### config.mk
export PLATFORM = sky130hd
export DESIGN_NAME = hazard_scoreboard
export DESIGN_NICKNAME = d
export VERILOG_FILES = /design/src/rtl/wisc_pkg.sv /design/src/rtl/sb_entry.sv /design/src/rtl/hazard_scoreboard.sv
export SDC_FILE = /design/constraint.sdc
export NUM_CORES = 1
export LEC_CHECK = 0
export ABC_AREA = 0
export CAP_MARGIN = 5
export CORE_MARGIN = 4
export CORE_UTILIZATION = 60
export CTS_BUF_LIST = sky130_fd_sc_hd__clkbuf_4
export DETAILED_ROUTE_END_ITERATION = 7
export GPL_TIMING_DRIVEN = 0
export PLACE_DENSITY = 0.83
export SLEW_MARGIN = 20
export SYNTH_ARGS = -nofsm -noshare
export SYNTH_HDL_FRONTEND = slang
export SYNTH_SLANG_ARGS = --single-unit
export TNS_END_PERCENT = 1
### constraint.sdc
create_clock -name clk -period 4.38 [get_ports clk]
set_clock_uncertainty 0.05 [all_clocks]
set_input_delay 0.876 -clock clk [delete_from_list [all_inputs] [get_ports clk]]
set_output_delay 0.876 -clock clk [all_outputs]
set_load 0.01 [all_outputs]
### src/rtl/wisc_pkg.sv
// Shared decode constants and helpers for the hazard scoreboard.
// Opcode values are the architectural encodings seen in decode.
package wisc_pkg;
    localparam int CNT_W = 3;

    localparam logic [3:0] OP_SLL = 4'h4;
    localparam logic [3:0] OP_SRA = 4'h5;
    localparam logic [3:0] OP_ROR = 4'h6;
    localparam logic [3:0] OP_BR  = 4'hD;

    // Shifts/rotates and every opcode with bit 3 set carry an immediate in the src2 slot.
    function automatic logic src2_unused(input logic [3:0] op);
        return (op == OP_SLL) || (op == OP_SRA) || (op == OP_ROR) || op[3];
    endfunction
endpackage

### src/rtl/sb_entry.sv
// One register's pending-result countdown and load flag.
// Latency: state visible the cycle after issue; no backpressure, issue always overrides decrement.
module sb_entry
    import wisc_pkg::*;
#(
    parameter int LOAD_LAT = 1,
    parameter int BR_LAT   = 1
) (
    input  logic             clk,
    input  logic             rst,
    input  logic             issue_i,
    input  logic             is_load_i,
    output logic [CNT_W-1:0] cnt_o,
    output logic             ld_o
);
    logic [CNT_W-1:0] cnt_q, cnt_d;
    logic             ld_q, ld_d;

    always_comb begin
        cnt_d = cnt_q;
        ld_d  = ld_q;
        if (cnt_q != '0) begin
            cnt_d = cnt_q - 1'b1;
            if (cnt_q == CNT_W'(1)) ld_d = 1'b0;
        end
        // Newest writer wins over the running countdown.
        if (issue_i) begin
            cnt_d = is_load_i ? CNT_W'(LOAD_LAT) : CNT_W'(BR_LAT);
            ld_d  = is_load_i;
        end
    end

    always_ff @(posedge clk or posedge rst) begin
        if (rst) begin
            cnt_q <= '0;
            ld_q  <= 1'b0;
        end else begin
            cnt_q <= cnt_d;
            ld_q  <= ld_d;
        end
    end

    assign cnt_o = cnt_q;
    assign ld_o  = ld_q;
endmodule

### src/rtl/hazard_scoreboard.sv
// Decode-stage RAW hazard scoreboard: stalls on pending load results and on ALU results feeding a register branch.
// Latency: stall_en is combinational from decode inputs; stats (HAZARD_STATS_EN) are registered.
module hazard_scoreboard
    import wisc_pkg::*;
#(
    parameter int NUM_REGS = 16,
    parameter int LOAD_LAT = 1,
    parameter int BR_LAT   = 1,
    localparam int REG_W   = $clog2(NUM_REGS)
) (
    input  logic             clk,
    input  logic             rst,
    input  logic [3:0]       dec_opcode,
    input  logic [REG_W-1:0] src1,
    input  logic [REG_W-1:0] src2,
    input  logic [REG_W-1:0] dst,
    input  logic             dst_wr,
    input  logic             is_load,
    input  logic             dec_valid,
    input  logic             flush,
    output logic             stall_en,
    output logic [15:0]      stall_cycles,
    output logic             watchdog_err
);
    logic [CNT_W-1:0]    cnt [NUM_REGS];
    logic [NUM_REGS-1:0] ld;
    logic                is_br, hit1, hit2, issue;

    // R0 is hardwired and never pending.
    assign cnt[0] = '0;
    assign ld[0]  = 1'b0;

    for (genvar r = 1; r < NUM_REGS; r++) begin : g_entry
        sb_entry #(
            .LOAD_LAT (LOAD_LAT),
            .BR_LAT   (BR_LAT)
        ) u_entry (
            .clk       (clk),
            .rst       (rst),
            .issue_i   (issue && dst_wr && (dst == REG_W'(r))),
            .is_load_i (is_load),
            .cnt_o     (cnt[r]),
            .ld_o      (ld[r])
        );
    end

    assign is_br    = (dec_opcode == OP_BR);
    assign hit1     = (cnt[src1] != '0) && (ld[src1] || is_br);
    assign hit2     = !src2_unused(dec_opcode) && (cnt[src2] != '0) && (ld[src2] || is_br);
    assign stall_en = !rst && dec_valid && !flush && (hit1 || hit2);
    assign issue    = dec_valid && !flush && !stall_en;

`ifdef HAZARD_STATS_EN
    localparam int WD_LIMIT = LOAD_LAT + BR_LAT + 1;

    logic [15:0] stall_cnt_q, stall_cnt_d;
    logic [4:0]  run_q, run_d;
    logic        wd_q, wd_d;

    always_comb begin
        stall_cnt_d = stall_cnt_q;
        run_d       = '0;
        if (stall_en) begin
            if (stall_cnt_q != 16'hFFFF) stall_cnt_d = stall_cnt_q + 16'd1;
            run_d = (run_q == 5'd31) ? run_q : run_q + 5'd1;
        end
        wd_d = wd_q || (run_d > 5'(WD_LIMIT));
    end

    always_ff @(posedge clk or posedge rst) begin
        if (rst) begin
            stall_cnt_q <= '0;
            run_q       <= '0;
            wd_q        <= 1'b0;
        end else begin
            stall_cnt_q <= stall_cnt_d;
            run_q       <= run_d;
            wd_q        <= wd_d;
        end
    end

    assign stall_cycles = stall_cnt_q;
    assign watchdog_err = wd_q;
`else
    assign stall_cycles = '0;
    assign watchdog_err = 1'b0;
`endif
endmodule
==> flow_results.xml, run 1 <==
<?xml version="1.0" encoding="UTF-8"?>
<metrics>
  <group name="setup_path">
    <metric name="worstPathArrival" unit="ns">3.08</metric>
    <metric name="crit_path_cell_trace" unit="">clkdlybuf4s50_1, buf_4, a21oi_1, o32a_1, o2111ai_1, a31oi_4, buf_6, dlymetal6s2s_1</metric>
    <metric name="dominant_delay_contributor_by_cell_family_on_the_critical_path" unit="">buffers and inverters</metric>
    <metric name="rr_startpoint" unit="">g_entry[12].u_entry.cnt_o[0]$_DFFE_PP0P_</metric>
    <metric name="cp-startpoint" unit="">src2[0]</metric>
    <metric name="cp_required" unit="ns">3.45</metric>
    <metric name="crit_path_launch_type" unit="">input pin</metric>
    <metric name="critical-path-max-stage-delay" unit="ns">0.67</metric>
  </group>
  <group name="clock_tree">
    <metric name="clkLatencyLatePin" unit="ns">0.42</metric>
    <metric name="clockBufferDepth" unit="">2</metric>
    <metric name="ctsHtreeMaxLevel" unit="">3</metric>
    <metric name="clock-sinks" unit="">60</metric>
    <metric name="clkSlewWorstSetupHoldPaths" unit="ns">0.10</metric>
    <metric name="cts_tree" unit="">done</metric>
    <metric name="clk_root_buffer_cell" unit="">clkbuf_4</metric>
  </group>
  <group name="floorplan">
    <metric name="fp-row-count" unit="">30</metric>
    <metric name="design.die.area" unit="um^2">8581</metric>
    <metric name="die-height" unit="um">92.64</metric>
    <metric name="die.size.x" unit="um">92.64</metric>
  </group>
  <group name="cells_and_area">
    <metric name="fraction_of_final_layout_cells_with_drive_strength_greater_than_1" unit="%">11.73</metric>
    <metric name="number_of_antenna_diodes" unit="">0</metric>
    <metric name="final_nets" unit="">565</metric>
    <metric name="final_cell_count_no_fill" unit="">599</metric>
    <metric name="lay_top_cells" unit="">dfrtp_1, nor2_1, ha_1</metric>
    <metric name="fillers" unit="">536</metric>
    <metric name="top_layout_cell" unit="">dfrtp_1</metric>
    <metric name="areaGrowthSynthToFinish" unit="%">12.66</metric>
  </group>
  <group name="power">
    <metric name="power.static_leakage" unit="nW">2.275</metric>
    <metric name="power.ir.vdd_worst" unit="V">0.0002975</metric>
    <metric name="power" unit="mW">2.669</metric>
    <metric name="p_per_area" unit="nW/um^2">551.1</metric>
  </group>
  <group name="sta">
    <metric name="clock.fmax" unit="MHz">249.9</metric>
    <metric name="final.hold.worst_slack" unit="ns">0.5161</metric>
    <metric name="max_slew.worst_pin.slew" unit="ns">0.9998</metric>
    <metric name="timing.final.crit_share" unit="%">91.35</metric>
    <metric name="fin_tns_setup" unit="ns">0</metric>
    <metric name="final.setup.worst_slack" unit="ns">0.3790</metric>
  </group>
  <group name="drt">
    <metric name="number_of_vias_per_cell" unit="">5.613</metric>
    <metric name="first_iter_violations" unit="">200</metric>
    <metric name="final_antenna_net_count" unit="">0</metric>
    <metric name="dr.max_layer_used" unit="">met4</metric>
    <metric name="wire_length_on_met2" unit="mm">4.545</metric>
    <metric name="vias" unit="">3362</metric>
    <metric name="detailroute.wirelength.met3" unit="um">622</metric>
    <metric name="post-route-drc-count" unit="">0</metric>
  </group>
  <group name="place">
    <metric name="place.detailed.instances" unit="">582</metric>
    <metric name="routabilityCongestion" unit="">0.8921</metric>
    <metric name="pre_cts_slack" unit="ns">-0.3377</metric>
    <metric name="place.detailed.hpwl" unit="mm">7.335</metric>
  </group>
  <group name="synthesis">
    <metric name="synth_sequential_area_ratio" unit="%">34.93</metric>
    <metric name="yosysCellCount" unit="">448</metric>
    <metric name="yosys_warnings" unit="">0</metric>
    <metric name="post_synth_num_cell_types" unit="">51</metric>
    <metric name="synth.top_cells.by_area" unit="">dfrtp_1, ha_1, mux2i_1</metric>
    <metric name="enable_flop_cells" unit="">0</metric>
    <metric name="synth_largest_type_area_fraction" unit="%">34.93</metric>
    <metric name="syn-mean-instance-area" unit="um^2">9.593</metric>
    <metric name="synth_cells" unit="">448</metric>
  </group>
  <group name="grt">
    <metric name="grt_max_degree" unit="">46</metric>
    <metric name="first_pass_grt_wire_length" unit="mm">15.86</metric>
    <metric name="grt_remaining_overflow" unit="">0</metric>
  </group>
  <group name="hold_path">
    <metric name="hold_path_class" unit="">register to register</metric>
  </group>
  <group name="outcome">
    <metric name="run_status" unit="">complete, no violations</metric>
  </group>
</metrics>
-- run 1: per-stage QoR --
stage / util (%) / area [um^2]
after detailed placement: 68.69 / 4718
after global placement: 68.25 / 4688
after floorplan: - / 4358
after global routing: 70.49 / 4842
after CTS: 70.46 / 4840
final: 70.49 / 4842
-- run 1: worst paths after layout --
kind                                                       endpoint  slack, ns  cells past startpoint
setup / recovery                                           stall_en       0.38                      8
min in group asynchronous  g_entry[12].u_entry.cnt_o[1]$_DFFE_PP0P_       0.68                      2
hold / removal              g_entry[7].u_entry.cnt_o[1]$_DFFE_PP0P_       0.52                      2
max in group asynchronous      g_entry[11].u_entry.ld_o$_DFFE_PP0P_       3.10                      3
setup reg to reg                g_entry[9].u_entry.ld_o$_DFFE_PP0P_       0.82                      8
hold reg to reg             g_entry[7].u_entry.cnt_o[1]$_DFFE_PP0P_       0.52                      2
-- run 1: synth_stat cells (7+ instances only) --
cell      count
nand2b_1     32
o31ai_1       9
o22ai_1      11
nor2_1       51
nor3_1       18
xnor2_1      15
inv_1        40
nor4_1        9
mux2i_1      25
ha_1         45
dfrtp_1      60
a21oi_1       7
nand2_1      18
buf_4        18
a211oi_1     16
-- run 1: power by group --
part           switching [mW]  leakage [nW]  internal, mW
clock                   0.205        0.0692         0.139
sequential              0.263         0.736         0.808
combinational           0.662          1.47         0.591
-- run 1: layout make-up --
class | instances | area [um^2] | area share (%)
plain buffers | 27 | 197.7 | 4.083
clock buffers | 13 | 97.59 | 2.016
repair buffers | 23 | 247.7 | 5.116
clock inverters | 3 | 13.76 | 0.2842
flip-flops and latches | 60 | 1501 | 31.01
multi-input cells | 337 | 2511 | 51.86
well taps | 96 | 120.1 | 2.481
inverters | 40 | 152.6 | 3.152
-- run 1: repair_timing --
| item | CTS | global route |
|---|---|---|
| hold endpoints to repair | 0 | 0 |
| hold buffers | 0 | 0 |
| gates resized | 5 | 1 |
| buffers inserted | 1 | 0 |
| pin swaps | 1 | 1 |
| endpoints found under the setup margin | 1 | 1 |
-- run 1: flip-flops by register name, indices dropped and copies added (netlist names) --
signal and flops:
g_entry.u_entry.ld_o 15, g_entry.u_entry.cnt_o 45
-- run 1: logic make-up after synthesis --
kind of cell	synth area share, %
flops	34.93
simple gates	19.51
buf+inv	8.035
compound gates	11.00
xor+xnor	3.057
other cells	0.08725
mux	10.28
fa+ha+maj	13.10
-- run 1: metal layers --
metal / vias up / global-route usage (%)
met5: - / 0
met4: 0 / 7.692
met3: 10 / 3.818
met2: 93 / 39.03
met1: 1627 / 31.03
li1: 1632 / -
-- run 1: worst register-to-register path, cell delays in order, from the launching register on --
cell       delay [ns]
dfrtp_1          0.43
nor3_1           0.44
o221ai_1         0.23
a2111oi_0        0.47
a221o_1          0.26
a31oi_4          0.12
buf_4            0.17
nor4b_1          0.86
mux2_2           0.42
### Wires at chosen ports, followed through buffers, run 1

(3 px per um)
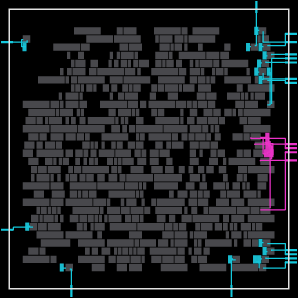
port	colour	bits	direction	edge	end cells	buffers	wire
dec_opcode	magenta	4	input	east	3	4	112 um
stall_cycles	cyan	16	output	11 east, 2 south, 2 west, 1 north	16	16	174 um
number of placed I/O pins: 40
number of port buffers: 21

### M3 wires, run 1

(4 px per um) Cells faint in the background.
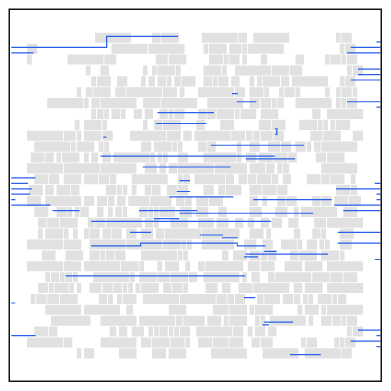
share of all routed wire	6.7%
wire length on this layer	623 um
final routed wirelength across all metal layers: 9.351 mm
global-route track usage on met3: 3.818%

### Local utilization, run 1

(4 px per um) The die is cut into 9 by 9 equal tiles; dark blue is low, red is high, 0 to 100% covered.
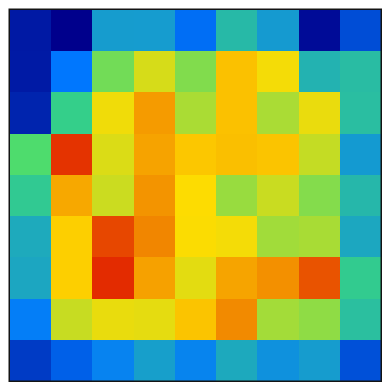
fullest tile	95%
tiles over 75% full	26%
densest ninth of the die	centre
nearly empty tiles	1.2%
mean over tiles	55%
emptiest ninth of the die	north-west
core utilization of the finished layout: 70.49%
FP Util: 62.57%
Core Region: 6869 um^2

### Routing congestion, run 1

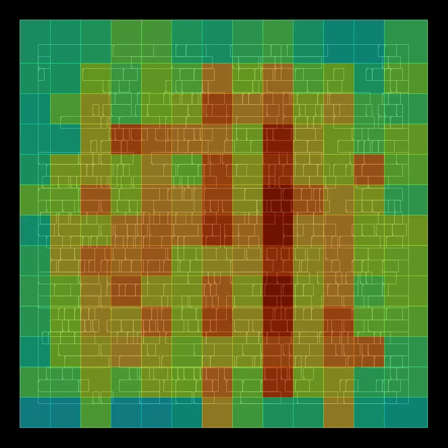
detail-routed net length per standard cell: 15.61 um
met2 usage: 39.03%
most used routing layer in global routing: met2
fraction of met1 tracks used by global routing: 31.03%
overall fraction of global-route tracks in use: 23.38%

## Run 2: what changed since run 1
--- a/config.mk
+++ b/config.mk
@@ -11,7 +11,7 @@
 export CORE_UTILIZATION = 60
 export CTS_BUF_LIST = sky130_fd_sc_hd__clkbuf_4
 export DETAILED_ROUTE_END_ITERATION = 7
-export GPL_TIMING_DRIVEN = 0
+export GPL_TIMING_DRIVEN = 1
 export PLACE_DENSITY = 0.83
 export SLEW_MARGIN = 20
 export SYNTH_ARGS = -nofsm -noshare
### Routing congestion, run 2

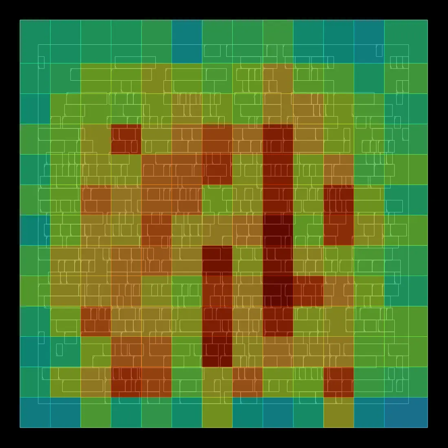
detail-routed net length per standard cell: 16.33 um
fraction of met1 tracks used by global routing: 30.43%
core utilization of the finished layout: 68.47%

### Wires at chosen ports, followed through buffers, run 2

(3 px per um)
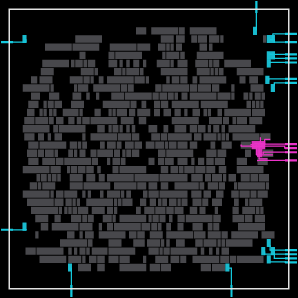
port	colour	bits	direction	edge	end cells	buffers	wire
stall_cycles	cyan	16	output	11 east, 2 south, 2 west, 1 north	16	0	101 um
dec_opcode	magenta	4	input	east	3	4	76.5 um
number of port buffers: 22

==> run 2 against run 1 <==
Net effect:
- via count up 0.68%
- clock power fell by 14%
- register-to-register slack improved by 0.29 ns
- fmax fell by 5.7%
- first-iteration DRC count is 34% higher
- non-clock buffer count shrank 13
- flip-flop count is the same
- area after synthesis did not move
- critical endpoint unchanged
- final area fell by 2.9%
- wire length up 1.8%
- sequential share of layout area up 0.92 points
==> flow_results.xml, run 2 <==
<?xml version="1.0" encoding="UTF-8"?>
<metrics>
  <group name="floorplan">
    <metric name="core_area" unit="um^2">6869</metric>
    <metric name="die-height" unit="um">92.64</metric>
    <metric name="fp-row-count" unit="">30</metric>
    <metric name="design.die.area" unit="um^2">8581</metric>
    <metric name="fp-utilization" unit="%">62.57</metric>
    <metric name="die.size.x" unit="um">92.64</metric>
    <metric name="io_pins" unit="">40</metric>
  </group>
  <group name="power">
    <metric name="power.static_leakage" unit="nW">2.166</metric>
    <metric name="p_per_area" unit="nW/um^2">559.3</metric>
    <metric name="power.ir.vdd_worst" unit="V">0.0003156</metric>
    <metric name="power" unit="mW">2.630</metric>
  </group>
  <group name="cells_and_area">
    <metric name="final_nets" unit="">552</metric>
    <metric name="top_layout_cell" unit="">dfrtp_1</metric>
    <metric name="stdcell_area" unit="um^2">4703</metric>
    <metric name="areaGrowthSynthToFinish" unit="%">9.432</metric>
    <metric name="lay_top_cells" unit="">dfrtp_1, nor2_1, ha_1</metric>
    <metric name="number_of_antenna_diodes" unit="">0</metric>
    <metric name="largest_register_ffs" unit="">45</metric>
  </group>
  <group name="synthesis">
    <metric name="synth.cellmix.adderShare" unit="%">13.10</metric>
    <metric name="ys_sh_xor" unit="%">3.057</metric>
    <metric name="yosys_warnings" unit="">0</metric>
    <metric name="synth_top_cell_by_count" unit="">dfrtp_1</metric>
    <metric name="syn-mean-instance-area" unit="um^2">9.593</metric>
    <metric name="synth_cells" unit="">448</metric>
    <metric name="simple_share" unit="%">19.51</metric>
    <metric name="top_cell_types_by_occurrence_after_synthesis" unit="">dfrtp_1, nor2_1, ha_1</metric>
    <metric name="ys_sh_aoi" unit="%">11.00</metric>
    <metric name="synth.top_cells.by_area" unit="">dfrtp_1, ha_1, mux2i_1</metric>
    <metric name="yosysCellCount" unit="">448</metric>
    <metric name="synth_largest_type_area_fraction" unit="%">34.93</metric>
    <metric name="netlist_area" unit="um^2">4298</metric>
    <metric name="ys_sh_mux" unit="%">10.28</metric>
    <metric name="enable_flop_cells" unit="">0</metric>
    <metric name="synth_sequential_area_ratio" unit="%">34.93</metric>
    <metric name="top_logic_cell_family_in_the_synthesized_netlist" unit="">simple AND/OR/NAND/NOR gates</metric>
    <metric name="synth_area_leader_cell" unit="">dfrtp_1</metric>
  </group>
  <group name="job">
    <metric name="cap_viol_max_count" unit="">0</metric>
  </group>
  <group name="place">
    <metric name="place.detailed.hpwl" unit="mm">7.506</metric>
    <metric name="placed_cell_area" unit="um^2">4616</metric>
    <metric name="routabilityCongestion" unit="">0.8939</metric>
  </group>
  <group name="sta">
    <metric name="timing.final.crit_share" unit="%">96.82</metric>
    <metric name="clock.fmax" unit="MHz">235.8</metric>
    <metric name="max_slew.worst_pin.slew" unit="ns">0.7695</metric>
  </group>
  <group name="clock_tree">
    <metric name="ctsHtreeMaxLevel" unit="">3</metric>
    <metric name="cts_tree" unit="">done</metric>
    <metric name="clkSlewWorstSetupHoldPaths" unit="ns">0.09</metric>
    <metric name="clk_root_buffer_cell" unit="">clkbuf_4</metric>
    <metric name="post_cts_hold_buffer_count" unit="">0</metric>
    <metric name="clock-sinks" unit="">60</metric>
  </group>
  <group name="hold_path">
    <metric name="hold_path_class" unit="">register to register</metric>
    <metric name="whs_path_depth" unit="">2</metric>
  </group>
  <group name="drt">
    <metric name="postRouteWirelength" unit="mm">9.522</metric>
    <metric name="dr.max_layer_used" unit="">met4</metric>
    <metric name="first_iter_violations" unit="">268</metric>
    <metric name="number_of_vias_per_cell" unit="">5.806</metric>
    <metric name="wire_length_on_met2" unit="mm">4.750</metric>
    <metric name="final_antenna_net_count" unit="">0</metric>
  </group>
  <group name="grt">
    <metric name="grt_max_degree" unit="">61</metric>
    <metric name="first_pass_grt_wire_length" unit="mm">15.95</metric>
  </group>
  <group name="outcome">
    <metric name="run_status" unit="">complete, no violations</metric>
  </group>
  <group name="setup_path">
    <metric name="cp_required" unit="ns">3.45</metric>
    <metric name="crit_path_launch_type" unit="">input pin</metric>
    <metric name="worst_reg_to_reg_path_cell_count" unit="">9</metric>
    <metric name="crit-reg2reg-capture" unit="">g_entry[11].u_entry.ld_o$_DFFE_PP0P_</metric>
    <metric name="setup_slack_reg_to_reg" unit="ns">1.11</metric>
  </group>
</metrics>
### Clock network drawn from the DEF, run 2

(4 px per um)
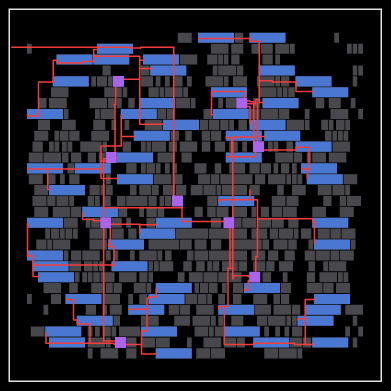
[flip-flops] blue | count: 60
[clock drivers] purple | count: 9
[clock wires] red | length: 790 um
routed clock nets	10
flops lie	widely spread
insertion delay of the later-clocked pin in the worst-skew pair: 0.40 ns
clock group power: 0.295 mW
clock group share of total power: 11.2%

## run 2: cell types whose count changed in the layout (fill, tap and decap cells not counted), sizes merged
cell / change
buf: -11
clkinvlp: +1
clkdlybuf4s50: +3
clkdlybuf4s15: -1
dlymetal6s2s: -1
clkbuf: -7
## run 2: logic make-up (layout without fill, tap and decap cells)
kind of cell / Yosys count / in the layout
adders and majority gates: 45 / 45
other: 1 / 17
buffers and inverters: 67 / 90
muxes: 36 / 36
AOI/OAI and AO/OA: 64 / 64
and+or+nand+nor: 160 / 160
DFF: 60 / 60
xor gates and xnor gates: 15 / 15
## run 2: metrics by stage
| stage | TNS, ns | setup WS (ns) | instances |
|---|---|---|---|
| finish | 0 | 0.1391 | 583 |
| floorplan | 0 | 0.5585 | 464 |
| global route | 0 | 0.02697 | 583 |
| detailed placement | -0.03931 | -0.03931 | 570 |
| CTS | 0 | 0.1443 | 583 |
| global placement | -0.03065 | -0.03065 | 570 |
## run 2: cell type report
type                       instances  area (um^2)
clock inverter                     4        20.02
timing repair buffer              37        331.6
sequential                        60         1501
inverter                          40        150.1
fill                             539         2166
multi-input combinational        337         2512
tap                               96        120.1
clock buffer                       9        67.56
## run 2: repair_timing
action | 4_1_cts | 5_1_grt
gates resized | 1 | 1
endpoints found under the setup margin | 1 | 1
buffers inserted | 0 | 0
## run 2: worst max-delay path by stage
| stage | cells after the start | end | startpoint |
|---|---|---|---|
| 2_1_floorplan | 4 | stall_en | rst |
| 3_3_place_gp | 7 | stall_en | src1[1] |
| 3_5_place_dp | 8 | stall_en | src1[1] |
| 4_1_cts | 6 | stall_en | src1[2] |
| 5_1_grt | 8 | stall_en | src1[2] |
| 6_report | 6 | stall_en | src1[2] |
## run 2: where the power goes
part           internal [mW]  total (mW)  switching (mW)
Combinational          0.580        1.26           0.681
Clock                  0.103       0.295           0.193
Sequential             0.808        1.07           0.266
## run 2: per-layer routing
metal / GRT usage, % / vias up
met5: 0 / -
met1: 30.43 / 1635
met4: 10.13 / 0
met3: 3.249 / 15
met2: 39.70 / 129
li1: - / 1606
## run 2: critical path, cell delays in order
cell             delay (ns)
clkdlybuf4s50_1        0.53
mux4_2                 0.50
mux2_2                 0.27
a221o_1                0.39
a31oi_4                0.18
clkdlybuf4s50_1        0.57
Power figures rest on the tool's default switching activity, not on a simulated workload.
